Fig. 1: run 1, sizing map
Drawn at 6 px/um.
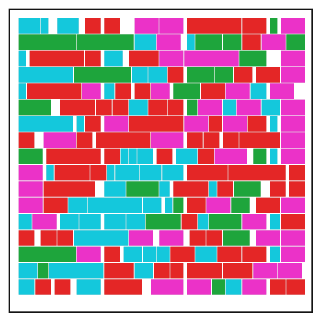
Fig. 2: run 1, wire density map
Drawn at 8 px/um. 10 x 10 tiles, from dark purple (low) to yellow (high), scaled to the fullest tile. Values are wire area over tile area, all layers added.
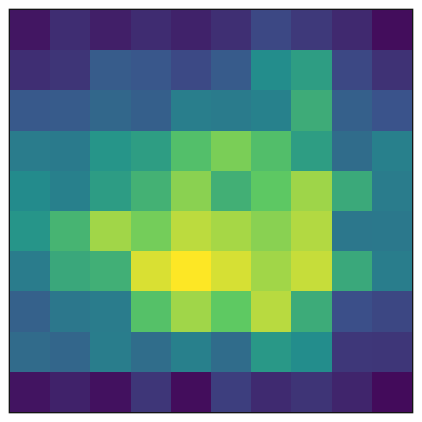
Fig. 3: run 1, placement by cell class
Drawn at 10 px/um.
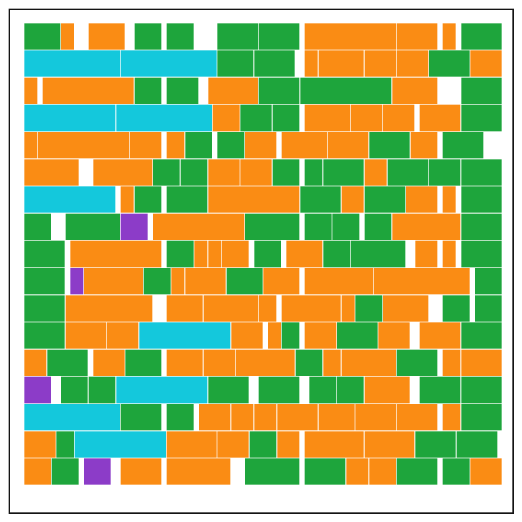
Fig. 4: run 1, clock nets
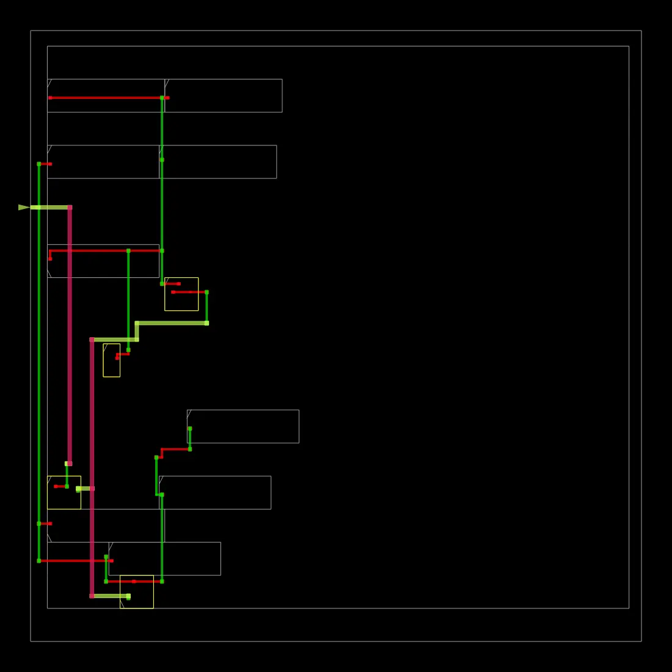
### src/rtl/micro_sequencer_if.sv
// Bundle of the sequencer's control-panel inputs, decode inputs and status outputs.
// The master side (front panel / test harness) drives the inputs; the sequencer is the slave.
interface micro_sequencer_if;
  logic        run_enable;
  logic        step_req;
  logic [3:0]  opcode;
  logic        carry_in;
  logic        zero_in;
  logic [15:0] ctrl;
  logic        load_en;
  logic [2:0]  step;
  logic        halted;
  logic        instr_done;

  modport master (
    output run_enable, step_req, opcode, carry_in, zero_in,
    input  ctrl, load_en, step, halted, instr_done
  );

  modport slave (
    input  run_enable, step_req, opcode, carry_in, zero_in,
    output ctrl, load_en, step, halted, instr_done
  );
endinterface

### src/rtl/micro_sequencer.sv
// Micro-sequencer for the 8-bit Eater-style CPU.
// Keeps the T-state counter (0..4), produces one load strobe per micro-step either from the
// auto-run divider or from rising edges of the manual step button, and decodes
// opcode/step/latched flags into the 16-bit control word.
// Control word bit order: {HLT,MI,RI,RO,IO,II,AI,AO,EO,SU,BI,OI,CE,CO,J,FI}.
module micro_sequencer #(
  parameter int RUN_DIV   = 4,
  parameter bit EARLY_END = 1'b1
) (
  input  logic             system_clock,
  input  logic             clr,
  micro_sequencer_if.slave bus
);

  localparam int              DIV_W    = (RUN_DIV > 1) ? $clog2(RUN_DIV) : 1;
  localparam logic [DIV_W-1:0] DIV_LAST = DIV_W'(RUN_DIV - 1);

  localparam logic [15:0] C_HLT = 16'h8000;
  localparam logic [15:0] C_MI  = 16'h4000;
  localparam logic [15:0] C_RI  = 16'h2000;
  localparam logic [15:0] C_RO  = 16'h1000;
  localparam logic [15:0] C_IO  = 16'h0800;
  localparam logic [15:0] C_II  = 16'h0400;
  localparam logic [15:0] C_AI  = 16'h0200;
  localparam logic [15:0] C_AO  = 16'h0100;
  localparam logic [15:0] C_EO  = 16'h0080;
  localparam logic [15:0] C_SU  = 16'h0040;
  localparam logic [15:0] C_BI  = 16'h0020;
  localparam logic [15:0] C_OI  = 16'h0010;
  localparam logic [15:0] C_CE  = 16'h0008;
  localparam logic [15:0] C_CO  = 16'h0004;
  localparam logic [15:0] C_J   = 16'h0002;
  localparam logic [15:0] C_FI  = 16'h0001;

  typedef enum logic [2:0] {
    T0 = 3'd0,
    T1 = 3'd1,
    T2 = 3'd2,
    T3 = 3'd3,
    T4 = 3'd4
  } step_state_t;

  step_state_t      step_reg, step_next;
  logic             halted_reg, halted_next;
  logic             carry_reg, carry_next;
  logic             zero_reg, zero_next;
  logic [DIV_W-1:0] div_cnt_reg, div_cnt_next;
  logic             step_req_d_reg;

  logic             step_edge;
  logic             tick;
  logic             advance;
  logic             wrap;
  logic [2:0]       step_plus;
  logic [15:0]      word_now;
  logic [15:0]      word_after;
  logic [15:0]      ctrl_word;
  logic             done_pulse;

  // Microcode ROM: control word for a given opcode and T-state. Steps beyond 4 and
  // absent micro-steps decode to zero, which is what lets short instructions end early.
  function automatic logic [15:0] micro_word(input logic [3:0] op, input logic [2:0] s,
                                             input logic cq, input logic zq);
    logic [15:0] w;
    w = 16'h0000;
    case (s)
      3'd0: w = C_CO | C_MI;
      3'd1: w = C_RO | C_II | C_CE;
      3'd2: begin
        case (op)
          4'h1, 4'h2, 4'h3, 4'h4: w = C_IO | C_MI;
          4'h5:                   w = C_IO | C_AI;
          4'h6:                   w = C_IO | C_J;
          4'h7:                   w = cq ? (C_IO | C_J) : 16'h0000;
          4'h8:                   w = zq ? (C_IO | C_J) : 16'h0000;
          4'hE:                   w = C_AO | C_OI;
          4'hF:                   w = C_HLT;
          default:                w = 16'h0000;
        endcase
      end
      3'd3: begin
        case (op)
          4'h1:       w = C_RO | C_AI;
          4'h2, 4'h3: w = C_RO | C_BI;
          4'h4:       w = C_AO | C_RI;
          default:    w = 16'h0000;
        endcase
      end
      3'd4: begin
        case (op)
          4'h2:    w = C_EO | C_AI | C_FI;
          4'h3:    w = C_EO | C_AI | C_SU | C_FI;
          default: w = 16'h0000;
        endcase
      end
      default: w = 16'h0000;
    endcase
    return w;
  endfunction

  // Auto-run divider: counts only while running, so a fresh run always waits a full period.
  always_comb begin
    div_cnt_next = '0;
    if (bus.run_enable && (div_cnt_reg != DIV_LAST)) begin
      div_cnt_next = div_cnt_reg + DIV_W'(1);
    end
  end

  // Advance qualification: a tick and a button edge in the same cycle merge into one step.
  always_comb begin
    step_edge = bus.step_req & ~step_req_d_reg;
    tick      = bus.run_enable & (div_cnt_reg == DIV_LAST);
    advance   = ~halted_reg & (tick | step_edge);
  end

  // Decode of the current control word and the early-end lookahead on the next step.
  always_comb begin
    step_plus  = step_reg + 3'd1;
    word_now   = micro_word(bus.opcode, step_reg, carry_reg, zero_reg);
    word_after = micro_word(bus.opcode, step_plus, carry_reg, zero_reg);
    ctrl_word  = halted_reg ? C_HLT : word_now;
    wrap       = (step_reg == T4) ||
                 (EARLY_END && (step_reg >= T2) && (word_after == 16'h0000));
  end

  // Next-state logic for the T-state FSM, halt latch and flag latches.
  always_comb begin
    step_next   = step_reg;
    halted_next = halted_reg;
    carry_next  = carry_reg;
    zero_next   = zero_reg;
    done_pulse  = 1'b0;
    if (advance) begin
      if (ctrl_word[15]) begin
        halted_next = 1'b1;
      end else begin
        if (ctrl_word[0]) begin
          carry_next = bus.carry_in;
          zero_next  = bus.zero_in;
        end
        step_next  = wrap ? T0 : step_state_t'(step_plus);
        done_pulse = wrap;
      end
    end
  end

  // State registers; the button history resets high so a held button causes no step.
  always_ff @(posedge system_clock or posedge clr) begin
    if (clr) begin
      step_reg       <= T0;
      halted_reg     <= 1'b0;
      carry_reg      <= 1'b0;
      zero_reg       <= 1'b0;
      div_cnt_reg    <= '0;
      step_req_d_reg <= 1'b1;
    end else begin
      step_reg       <= step_next;
      halted_reg     <= halted_next;
      carry_reg      <= carry_next;
      zero_reg       <= zero_next;
      div_cnt_reg    <= div_cnt_next;
      step_req_d_reg <= bus.step_req;
    end
  end

  // Output drive.
  always_comb begin
    bus.ctrl       = ctrl_word;
    bus.load_en    = advance;
    bus.step       = step_reg;
    bus.halted     = halted_reg;
    bus.instr_done = done_pulse;
  end

endmodule

### src/flat_wrapper.sv
// flat-port wrapper written by rule: the top's interface ports become plain ports
module micro_sequencer_flat 
#(
  parameter int RUN_DIV   = 4,
  parameter bit EARLY_END = 1'b1
)
  (system_clock, clr, bus_run_enable, bus_step_req, bus_opcode, bus_carry_in, bus_zero_in, bus_ctrl, bus_load_en, bus_step, bus_halted, bus_instr_done);
  micro_sequencer_if bus_i ();
  input  logic system_clock;
  input  logic clr;
  input wire logic [$bits(bus_i.run_enable)-1:0] bus_run_enable;
  input wire logic [$bits(bus_i.step_req)-1:0] bus_step_req;
  input wire logic [$bits(bus_i.opcode)-1:0] bus_opcode;
  input wire logic [$bits(bus_i.carry_in)-1:0] bus_carry_in;
  input wire logic [$bits(bus_i.zero_in)-1:0] bus_zero_in;
  output wire logic [$bits(bus_i.ctrl)-1:0] bus_ctrl;
  output wire logic [$bits(bus_i.load_en)-1:0] bus_load_en;
  output wire logic [$bits(bus_i.step)-1:0] bus_step;
  output wire logic [$bits(bus_i.halted)-1:0] bus_halted;
  output wire logic [$bits(bus_i.instr_done)-1:0] bus_instr_done;
  assign bus_i.run_enable = bus_run_enable;
  assign bus_i.step_req = bus_step_req;
  assign bus_i.opcode = bus_opcode;
  assign bus_i.carry_in = bus_carry_in;
  assign bus_i.zero_in = bus_zero_in;
  assign bus_ctrl = bus_i.ctrl;
  assign bus_load_en = bus_i.load_en;
  assign bus_step = bus_i.step;
  assign bus_halted = bus_i.halted;
  assign bus_instr_done = bus_i.instr_done;
  micro_sequencer #(.RUN_DIV(RUN_DIV), .EARLY_END(EARLY_END)) u_core (.system_clock(system_clock), .clr(clr), .bus(bus_i));
endmodule
### config.mk
export PLATFORM = sky130hd
export DESIGN_NAME = micro_sequencer_flat
export DESIGN_NICKNAME = d
export VERILOG_FILES = /design/src/rtl/micro_sequencer_if.sv /design/src/rtl/micro_sequencer.sv /design/src/flat_wrapper.sv
export SDC_FILE = /design/constraint.sdc
export NUM_CORES = 1
export LEC_CHECK = 0
export ABC_CLOCK_PERIOD_IN_PS = 2400
export CAP_MARGIN = 5
export CORE_UTILIZATION = 40
export DETAILED_ROUTE_END_ITERATION = 6
export GPL_TIMING_DRIVEN = 0
export HOLD_SLACK_MARGIN = 0.08
export PLACE_DENSITY = 0.75
export SETUP_SLACK_MARGIN = 0.5
export SLEW_MARGIN = 20
export SYNTH_ARGS = -nofsm -noshare
export SYNTH_HDL_FRONTEND = slang
export SYNTH_SLANG_ARGS = --single-unit
### constraint.sdc
create_clock -name system_clock -period 2.4 [get_ports system_clock]
set_input_delay 0.6 -clock system_clock [delete_from_list [all_inputs] [get_ports system_clock]]
set_output_delay 0.6 -clock system_clock [all_outputs]
set_load 0.02 [all_outputs]
==> changes_impl.md, run 1 <==
## Implementation

* Number of synthesized flops with an enable pin at 0
* Top cells, area: dfrtp_1, ha_1, nor2_1
* Via density per instance at 6.75
* CP startpoint kind: register
* FILL cells at 46
* Final #Nets at 211
* Yosys chip area at 931 sq um
* Number of diodes at 0
* Slowest cell on the critical path: dfrtp_2
* Worst Setup End Kind: primary output
* CP startpoint: u_core.bus.step[2]
* Num rows at 17
* Layout cells sized above 1 at 71.4%
* Setup TNS at -2.53 ns
* IO Count at 32
* Remaining DRCs at 0
* Leakage at 0.959 nW
* CTS H-tree lvls at 1
* Clock Power Share at 6.1%
* Crit path capture: bus_instr_done
* Clock Latency Late Sink at 0.28 ns
* Max IR drop VDD at 0.000975 V
* Yosys cell count at 113
* Setup-failing EPs final at 10
* Worst-case reg-to-reg path depth at 10
* CTS tree: built
* Ys async rst share at 100%
* Final setup margin at -0.507 ns
* Outcome: complete, but fails checks
* Failing checks: negative setup slack
* Crit path DRT at 1.80 ns
* Top cell family by delay on the critical path: AND-OR/OR-AND gates
* Post-synth regs at 9
* Die area at 2520 sq um
* Max Cap Violations at 0
* Area delta synth->final at 128%
* Pwr Total at 2.12 mW
* Fin crit share at 121%
* Critical Path Fanout Max at 4
* Root cell of the clock tree: clkbuf_4
* Initial antenna violation count at 0
* DP Wirelength at 1910 um
* CP peak stage delay at 0.43 ns
* DRT Wirelength at 5520 um
* Data arrival, critical path at 2.31 ns
* Routed WL per cell at 25.1 um
* Routability congestion estimate at 0.811
* ANT nets after route at 0
* Synth Net Count at 131
* Switch share at 45.6%
* Clk slew on worst S/H paths at 0.07 ns
* Unrepaired setup endpoints after global routing: yes
* Syn Area/Cell at 8.24 sq um
* Cell Type Count at 45
* Max FFs per register at 3
* Flop pwr share at 12.4%
* CTS Buffer Depth at 2
* M1 GR Usage at 35.9%
* Combinational Power Share at 81.5%
* PortBufs at 31
About Fig. 1:
Magenta is _6 and larger, cells 43, share 22%. Cyan is _0 and _1 cells, cells 55, share 29%. Green is _2 cells, cells 25, share 13%. Red is _3 and _4 cells, cells 69, share 36%.

About Fig. 2:
The emptiest ninth of the die: top left. The mean over all tiles is 0.40. 37% of the tiles are over half the peak. The densest ninth of the die: middle.

About Fig. 3:
Cyan is sequential cells, cells 9. Green is remaining buffers and delay cells, cells 83. Orange is combinational and other logic, cells 96. Purple is clock drivers and dummy loads, cells 4.

About Fig. 4:
Inserted Clock Buffers: 3
clk_skew: 0.00391 ns
Flops: 9

## run 1: synth_stat cells (2+ instances only)
cell type / instances
a211oi_1: 3
a21oi_1: 7
a22o_1: 2
and2_1: 4
and3_1: 2
and3b_1: 2
and4b_1: 2
buf_2: 2
buf_4: 4
clkbuf_1: 2
dfrtp_1: 8
ha_1: 8
inv_1: 7
mux2_1: 2
nand2_1: 7
nand2b_1: 3
nand3_1: 3
nor2_1: 13
nor2b_1: 2
nor3b_1: 3
o21ai_0: 2
o21bai_1: 2
## run 1: layout by cell type (no fill, tap or decap), types with 3 or more instances in the layout
cell             synthesis  routed
buf_6                    0      36
buf_4                    4      31
nor2_4                   0       7
ha_4                     0       6
nand2_1                  7       5
nor2_1                  13       5
dfrtp_1                  8       5
buf_8                    0       4
and2_4                   0       4
a211oi_2                 1       4
a21oi_4                  0       3
clkbuf_4                 0       3
clkdlybuf4s50_1          0       3
dlygate4sd2_1            0       3
dfrtp_2                  0       3
## run 1: final cells by class
cell class,instances,area [sq um],share of cell area [%]
timing repair buffer,75,704,33.1
inverter,7,41.3,1.94
sequential,9,230,10.8
multi-input combinational,89,977,46.0
clock buffer,4,26.3,1.24
buffer,8,111,5.24
tap,28,35.0,1.65
## run 1: through the flow
step	hold WS [ns]	cells	setup slack, ns	utilization [%]
global placement	0.425	172	-1.20	63.5
CTS	0.502	208	-0.357	86.1
finish	0.509	220	-0.507	96.1
floorplan	0.414	113	-0.0163	-
detailed placement	0.438	172	-1.19	63.5
global route	0.515	220	-0.549	96.1
## run 1: repair_timing
item	in CTS	in global routing
setup endpoints to repair	26	24
hold buffers	0	0
buffers inserted	31	12
pin swaps	16	16
cloned	1	0
gates resized	188	33
## run 1: power by group through the flow
stage | sequential [mW] | combinational (mW) | clock [mW]
after floorplan | 0.272 | 0.583 | 0
after global placement | 0.249 | 0.909 | 0
after detailed placement | 0.252 | 0.923 | 0
after CTS | 0.243 | 1.33 | 0.121
after global routing | 0.262 | 1.79 | 0.134
final | 0.263 | 1.73 | 0.129
## run 1: worst min-delay path by stage
stage	startpoint	end	depth (start not counted)	slack, ns
finish	u_core.zero_reg	u_core.zero_reg	1	0.51
global route	u_core.zero_reg	u_core.zero_reg	1	0.52
CTS	u_core.zero_reg	u_core.zero_reg	1	0.50
detailed placement	u_core.div_cnt_reg[0]	u_core.div_cnt_reg[0]	1	0.44
global placement	u_core.div_cnt_reg[0]	u_core.div_cnt_reg[0]	1	0.43
floorplan	u_core.div_cnt_reg[0]	u_core.div_cnt_reg[0]	1	0.41
## run 1: kinds of logic (layout without fill, tap and decap cells)
| logic type | after synthesis | after routing | synth area share (%) |
|---|---|---|---|
| buffers and inverters | 15 | 94 | 7.93 |
| muxes | 3 | 3 | 3.49 |
| and+or+nand+nor | 51 | 51 | 32.1 |
| adders and majority gates | 8 | 8 | 10.8 |
| DFF | 9 | 9 | 24.3 |
| AOI/OAI and AO/OA | 27 | 27 | 21.4 |
## run 1: routing by layer
metal / share of wire (%) / wire length [um]
met3: 10 / 552
met1: 32 / 1740
met4: 10 / 573
met5: 0 / 0
met2: 48 / 2650
==> inputs of run 2 (changes only) <==
--- a/config.mk
+++ b/config.mk
@@ -5,9 +5,9 @@
 export SDC_FILE = /design/constraint.sdc
 export NUM_CORES = 1
 export LEC_CHECK = 0
-export ABC_CLOCK_PERIOD_IN_PS = 2400
 export CAP_MARGIN = 5
 export CORE_UTILIZATION = 40
+export CTS_CLUSTER_DIAMETER = 40
 export DETAILED_ROUTE_END_ITERATION = 6
 export GPL_TIMING_DRIVEN = 0
 export HOLD_SLACK_MARGIN = 0.08
==> run 2 against run 1 <==
Compared with the run above:
- the flow still finishes with violations (negative setup slack)
- utilization is the same
- maximum frequency is the same
- largest cell class unchanged
- sequential share of layout area is the same
==> changes_impl.md, run 2 <==
## Implementation

* Hold Path Sink: u_core.zero_reg
* Routed WL per cell at 25.1 um (unchanged)
* Yosys chip area at 931 sq um (unchanged)
* Max FFs per register at 3 (unchanged)
* Inserted Clock Buffers at 3 (unchanged)
* DRT Wirelength at 5520 um (unchanged)
* IO Count at 32 (unchanged)
* Clk slew on worst S/H paths at 0.07 ns (about the same)
* DP Wirelength at 1910 um (unchanged)
* GRT Max-Usage Layer: met2
* Dominant logic cell types in the final layout: buf_6, buf_4, nor2_4
* Pwr Total at 2.12 mW (unchanged)
* CP startpoint kind: register
* Cell count after placement at 172 (unchanged)
* Synth Net Count at 131 (unchanged)
* Leakage at 0.959 nW (unchanged)
* Syn Area/Cell at 8.24 sq um (unchanged)
* Root cell of the clock tree: clkbuf_4
* Data arrival, critical path at 2.31 ns (about the same)
* Slowest cell on the critical path: dfrtp_2
* Cell Type Count at 45 (unchanged)
* Yosys cell count at 113 (unchanged)
* Via density per instance at 6.75 (unchanged)
* PortBufs at 31 (unchanged)
* Post-Layout Cell Count at 220 (unchanged)
* ANT nets after route at 0 (unchanged)
* Max Cap Violations at 0 (unchanged)
* Top cell excl fill/tap: buf_6
* Number of diodes at 0 (unchanged)
* CTS tree: built
* Final setup margin at -0.507 ns (unchanged)
* Clock Latency Late Sink at 0.28 ns (about the same)
* Die area at 2520 sq um (unchanged)
* Number of synthesized flops with an enable pin at 0 (unchanged)
* Routability congestion estimate at 0.811 (unchanged)
* Top cell family by delay on the critical path: AND-OR/OR-AND gates
* M1 GR Usage at 35.9% (unchanged)
* Setup-failing EPs final at 10 (unchanged)
* Critical Path Fanout Max at 4 (unchanged)
* Top cells, area: dfrtp_1, ha_1, nor2_1
* Total number of vias at 1486
* Global routing met3 resource utilization at 2.42%
* Top cells by count: nor2_1, dfrtp_1, ha_1
* CP peak stage delay at 0.43 ns (about the same)
* Initial DRT Pass Iterations at 4
* Layout cells sized above 1 at 71.4% (unchanged)
* Fin crit share at 121% (unchanged)
* Clk_skew at 0.00391 ns (unchanged)
* Worst-case reg-to-reg path depth at 10 (unchanged)
* Met2 Track Usage GR at 55.3%
* Outcome: complete, but fails checks
* Unrepaired setup endpoints after global routing: yes
* Count leader, synth: nor2_1
* Remaining DRCs at 0 (unchanged)
* Hold-fix buffers at CTS at 0 (unchanged)
* Final #Nets at 211 (unchanged)
* Failing checks: negative setup slack
* Max IR drop VDD at 0.000975 V (unchanged)
* Hold_sp: u_core.zero_reg
* Ys async rst share at 100% (unchanged)
* Initial antenna violation count at 0 (unchanged)
* Hold path depth at 1 (unchanged)
==> run 2: cell counts in the layout (fill, tap and decap cells not counted) <==
Identical to the previous run, type by type.
==> run 2: cell families after synthesis <==
family,count (synthesis),synth area share (%)
flops,9,24.3
simple gates,51,32.1
mux,3,3.49
compound gates,27,21.4
fa+ha+maj,8,10.8
buf+inv,15,7.93
==> run 2: layer usage <==
layer  up-vias  routed length, um
li1        573                  -
met1       681               1740
met2       158               2650
met3        74                552
met4         0                573
met5         -                  0
==> run 2: worst reg2reg max path, delay by kind of cell, from the launching register on <==
kind | cells | cell delay, ns
buffers and inverters | 5 | 0.62
AOI/OAI and AO/OA | 4 | 0.97
adders and majority gates | 1 | 0.22
DFF | 1 | 0.43
==> run 2: cell type report <==
| cell class | count | area (sq um) |
|---|---|---|
| Clock buffer | 4 | 26.3 |
| Multi-Input combinational cell | 89 | 977 |
| Sequential cell | 9 | 230 |
| Inverter | 7 | 41.3 |
| Fill cell | 46 | 86.3 |
| Tap cell | 28 | 35.0 |
| Timing Repair Buffer | 75 | 704 |
| Buffer | 8 | 111 |
==> run 2: worst max-delay path by stage <==
| stage | from | end |
|---|---|---|
| final | u_core.bus.step[2] | bus_instr_done |
| after global routing | u_core.bus.step[2] | bus_instr_done |
| after CTS | u_core.bus.step[0] | bus_instr_done |
| after detailed placement | bus_opcode[2] | bus_instr_done |
| after global placement | bus_opcode[2] | bus_instr_done |
| after floorplan | u_core.bus.step[1] | bus_instr_done |
==> run 2: power by group <==
group	switching, mW	internal, mW	total [mW]
Combinational	0.834	0.895	1.73
Sequential	0.0687	0.194	0.263
Clock	0.0648	0.0646	0.129
==> run 2: timing repair <==
action | in CTS | in global routing
cloned | 1 | 0
setup buffers | 31 | 12
gates resized | 188 | 33
endpoints found under the setup margin | 26 | 24
pin swaps | 16 | 16
==> run 2: stage by stage <==
stage | setup slack (ns) | area, sq um | hold WS [ns] | TNS, ns
2_1_floorplan | -0.0163 | 1060 | 0.414 | -0.0163
3_3_place_gp | -1.20 | 1410 | 0.425 | -10.70
3_5_place_dp | -1.19 | 1410 | 0.438 | -10.71
4_1_cts | -0.357 | 1900 | 0.502 | -0.725
5_1_grt | -0.549 | 2130 | 0.515 | -3.04
6_report | -0.507 | 2130 | 0.509 | -2.53
Fig. 5: run 2, the metal 3 layer
Drawn at 8 px/um. Cells faint in the background.
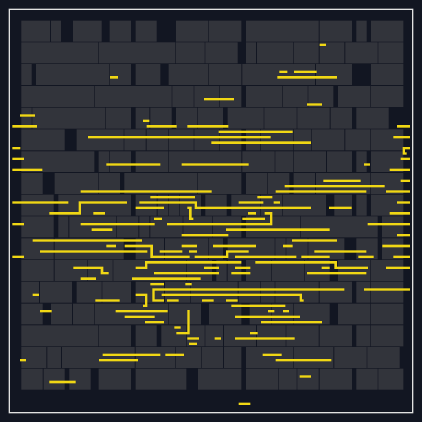
The wires run mostly horizontal. The longest straight run is 23.7 um. The layer holds 10% of the routed length. 82 nets have wire on it. The layer carries 553 um of wire.

Fig. 6: run 2, sizing map
Drawn at 6 px/um.
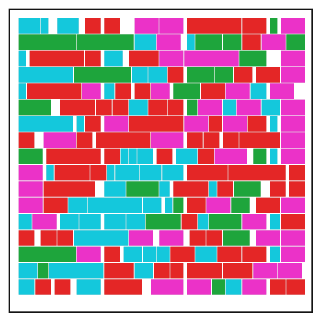
Cyan is _0 and _1 cells, cells 55, share 29%. Red is _3 and _4 cells, cells 69, share 36%. Green is _2 cells, cells 25, share 13%. Magenta is _6 and larger, cells 43, share 22%.

Fig. 7: run 2, placement by cell class
Drawn at 10 px/um.
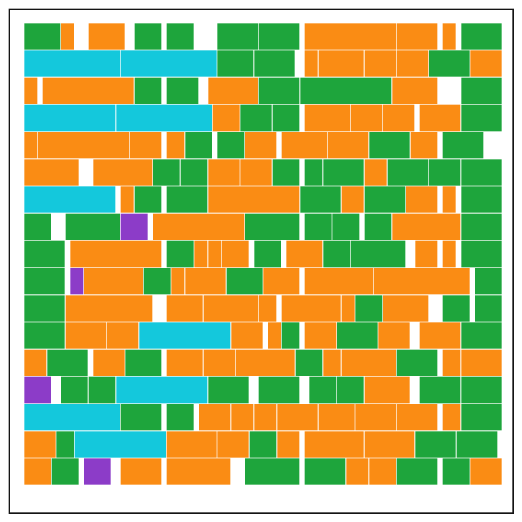
Core Region: 2210 sq um
num rows: 17
post-layout util: 96.1%
Seq/total area: 10.8%

Power figures rest on the tool's default switching activity, not on a simulated workload.
